### I/O pins on the die edge

Scale: 2 px per um. Pins as bars across the die edge, other pins in grey.
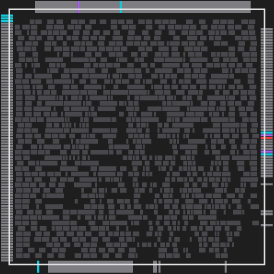
### Signal wires by layer

Scale: 3 px per um.
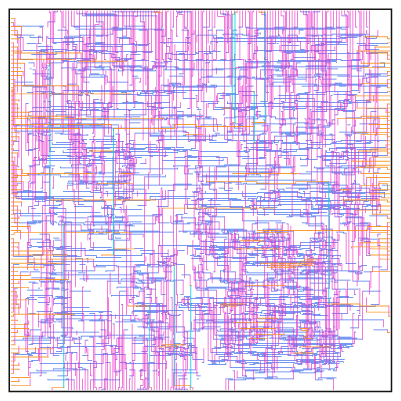
### Wires at chosen ports, followed through buffers

Scale: 3 px per um.
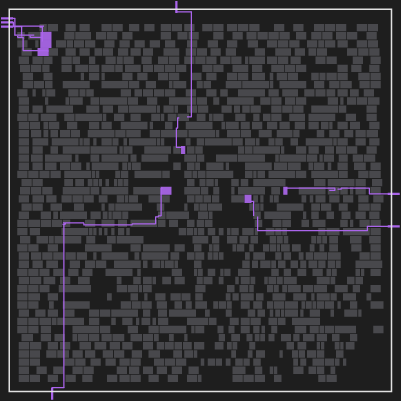
==> config.mk <==
export PLATFORM = sky130hd
export DESIGN_NAME = cdb_arbiter_flat
export DESIGN_NICKNAME = d
export VERILOG_FILES = /design/src/rtl/cdb_arbiter_if.sv /design/src/rtl/cdb_arbiter.sv /design/src/flat_wrapper.sv
export SDC_FILE = /design/constraint.sdc
export NUM_CORES = 1
export LEC_CHECK = 0
export CORE_MARGIN = 2
export CORE_UTILIZATION = 41
export DETAILED_ROUTE_END_ITERATION = 6
export PLACE_DENSITY_LB_ADDON = 0.1
export SYNTH_ARGS = -nofsm -noshare
export SYNTH_HDL_FRONTEND = slang
export SYNTH_SLANG_ARGS = --single-unit
==> constraint.sdc <==
create_clock -name clk1 -period 8 [get_ports clk1]
set_input_delay 2.4 -clock clk1 [delete_from_list [all_inputs] [get_ports clk1]]
set_output_delay 2.4 -clock clk1 [all_outputs]
set_load 0.05 [all_outputs]
==> flow_metrics.rpt <==
PHYSICAL IMPLEMENTATION REPORT
----------------------------------------------------
[Timing]
  Max-slew violation count ........................ 0
  Setup Total Neg Slack ........................ 0 ns
  Peak clock frequency supported by timing ........................ between 100 and 150 MHz
  Setup ws final ........................ 0.159 ns
  Setup clock skew after layout ........................ between 0.008 and 0.009 ns
  Cycle use final ........................ 98.0%
  Relative slew slack ........................ roughly 43%

[Pwr]
  Clock net power ........................ 383 uW
  Power in combinational cells ........................ approximately 4300 uW
  Sequential logic power ........................ a little under 500 uW
  P per Cell Area ........................ approximately 520 nW/um^2
  Switching power share of the total ........................ between 50% and 60%
  Clock network power share ........................ 7.4%
  Net load switching power ........................ between 2000 and 3000 uW
  Sequential group share of total power ........................ approximately a tenth

[Floorplan]
  Floorplan utilization ........................ 42.3%
  Number of tap instances ........................ around 180
  Chip area ........................ between 15,000 and 20,000 um^2
  Core footprint ........................ ~15,000 um^2

[Global route]
  Number of global-route vias before repair ........................ a little under 7,000
  Met1 Usage GRT ........................ 34.9%
  Met2 demand-to-capacity share in global routing ........................ 50.5%
  Total grt overflow ........................ 0
  Maximum number of pins on one net before global-route repair ........................ ~60
  Busiest grt layer ........................ met2
  Antenna violations before repair ........................ 0

[Finish]
  Clk tree area frac ........................ slightly below 3%
  Non-clock buffer count ........................ ~360
  Max FFs per register ........................ 32
  Number of logic gates ........................ about 550
  Final cell area excluding filler cells ........................ between 10,000 and 15,000 um^2
  Share of cells above drive strength 1 ........................ around 16%
  Count of inverters not on the clock network in the layout ........................ 27
  Number of nets in the final layout ........................ between 1,000 and 1,500
  Dominant kind of cell ........................ combinational gates
  Area added between synthesis and finish ........................ 62.2%
  Footprint of the flip-flops and latches ........................ approximately 1500 um^2
  Sequential cell area share ........................ 14.5%

[Critical path]
  Critical path class ........................ in -> out
  Critical path cell sequence ........................ clkdlybuf4s50_1 -> mux2_2 -> or3_1 -> nand4_1 -> nand2b_1 -> a211oi_4 -> nand2_2 -> or4b_4 -> o21a_4 -> or3_4 -> inv_1 -> buf_6
  Nature of the critical path endpoint ........................ primary output
  Data arrival time at the worst-slack endpoint ........................ approximately 5.4 ns
  Critical Path Slowest Stage Cell ........................ or4b_4
  CP startpoint kind ........................ input pin
  Cells on worst reg2reg path ........................ 15
  Largest fanout on the critical path ........................ 4
  Maximum single-stage delay on the critical path ........................ approximately 0.50 ns

[Placement]
  DPL Wire Length ........................ 18,300 um
  Final RePlAce weighted congestion ........................ 0.896
  Total cell area at the placement stage ........................ approximately 9700 um^2
  Post-placement setup slack ........................ -0.0331 ns

[CTS]
  Later-pin clock latency in the skew report ........................ approximately 0.33 ns
  Maximum root-to-sink buffer count ........................ 2
  Sink Count ........................ roughly 58
  H-tree depth ........................ 3
  CTS tree ........................ yes

[Logic synthesis]
  Per-instance average area after synthesis ........................ approximately 9.0 um^2
  Cell area after technology mapping ........................ roughly 6200 um^2
  Most popular library cell in the synthesized design by count ........................ mux2i_1
  Area fraction in compound gates after synthesis ........................ around a quarter
  Top-area cell share ........................ between 20% and 30%
  Post-synthesis register bit count ........................ 58
  And+or+nand+nor area frac ........................ approximately 16%
  Count of yosys warnings during synthesis ........................ 0
  Share of async-settable or async-resettable flops after synthesis ........................ 100%
  Nets at Floorplan ........................ ~960
  Most frequently used flop master after synthesis ........................ dfrtp_1
  Synth Area in Adders ........................ under 10%
  Sequential-to-total area share from yosys stat ........................ about a quarter
  XORs/XNORs by Area ........................ 2.97%
  Total cells reported by yosys after synthesis ........................ between 600 and 700
  Yosys Chip Area ........................ slightly above 6000 um^2
  Portion of netlist area occupied by mux cells ........................ 24.1%
  Main combinational cell family by area after synthesis ........................ multiplexers

[Route]
  Detailed-route wire length per cell ........................ approximately 19 um
  Number of vias in the routed layout ........................ ~6,700
  Initial drt markers ........................ about 430
  Pre-Repair DR Iteration Count ........................ 7
  Remaining antenna violation count after routing ........................ 0

[Flow run]
  Max capacitance violation total ........................ 0

[Min path]
  Instance count along the most critical hold path ........................ 2
  Kind of path behind the tightest hold check ........................ reg -> reg

[Outcome]
  Outcome ........................ completed

----------------------------------------------------
About 'I/O pins on the die edge':
Cyan stands for `bus_req_ready`, pins 7, direction output, edge 3 west, 2 east, 1 north, 1 south. Purple stands for `bus_cdb_src`, pins 3, direction output, edge 2 east, 1 north. Red stands for `flush`, pins 1, direction input, edge east.
All pins by edge: 117 north, 91 west, 59 east, 51 south.
quantity of I/O buffers inserted on ports: 317
overall die width: 127 um

About 'Signal wires by layer':
Blue stands for met1, wire length 9,620 um. Orange stands for met3, wire length 1,560 um. Cyan stands for met4, wire length 406 um. Magenta stands for met2, wire length 11,600 um.
post-detailed-routing wire length: 23,200 um
Tot GR Track Use: 28.4%

About 'Wires at chosen ports, followed through buffers':
Purple stands for `bus_req_ready`, direction output, edge 3 west, 2 east, 1 north, 1 south, end cells 7, buffers 7, wire 313 um.
I/O pin count: 318

==> what timing repair did <==
item / in CTS / in global routing
pin swaps: 1 / 4
gates resized: 2 / 14
buffers inserted: 0 / 1
hold buffers: 0 / 0
endpoints found under the setup margin: 2 / 7
==> stage by stage <==
stage | utilization (%) | std cells | hold slack (ns) | total power [uW]
2_1_floorplan | - | 689 | 0.715 | 3700
3_3_place_gp | 66.1 | 1181 | 0.460 | 4770
3_5_place_dp | 66.1 | 1181 | 0.466 | 4760
4_1_cts | 68.2 | 1197 | 0.477 | 5180
5_1_grt | 68.6 | 1198 | 0.508 | 5550
6_report | 68.6 | 1198 | 0.474 | 5190
==> critical path, delay by kind of cell <==
| kind | cells | cell delay [ns] |
|---|---|---|
| buf+inv | 3 | 0.70 |
| compound gates | 2 | 0.43 |
| simple gates | 6 | 1.61 |
| mux | 1 | 0.28 |
==> layer usage <==
layer,wire (um),vias to the layer above
met3,1560,26
met5,0,-
li1,-,3242
met2,11600,246
met4,405,0
met1,9620,3168
==> cell usage in the layout, fill, tap and decap left out, types with 5 or more instances in the layout <==
cell type	count
a211oi_1	15
a211oi_2	14
a21oi_1	10
a221oi_1	5
a222oi_1	7
a31oi_1	20
buf_4	49
clkbuf_16	9
clkdlybuf4s50_1	307
dfrtp_1	58
ha_1	16
inv_1	24
mux2_2	34
mux2_4	12
mux2i_1	92
nand2_1	44
nand3_1	19
nand4_1	9
nor2_1	35
nor2b_1	6
nor3b_1	10
nor4b_1	8
o21a_1	20
o21ai_0	19
o21ai_1	20
o2bb2ai_1	8
o31ai_1	8
o41ai_1	8
xnor2_1	13
xor2_1	8
Power is estimated from default activity; no workload was simulated.
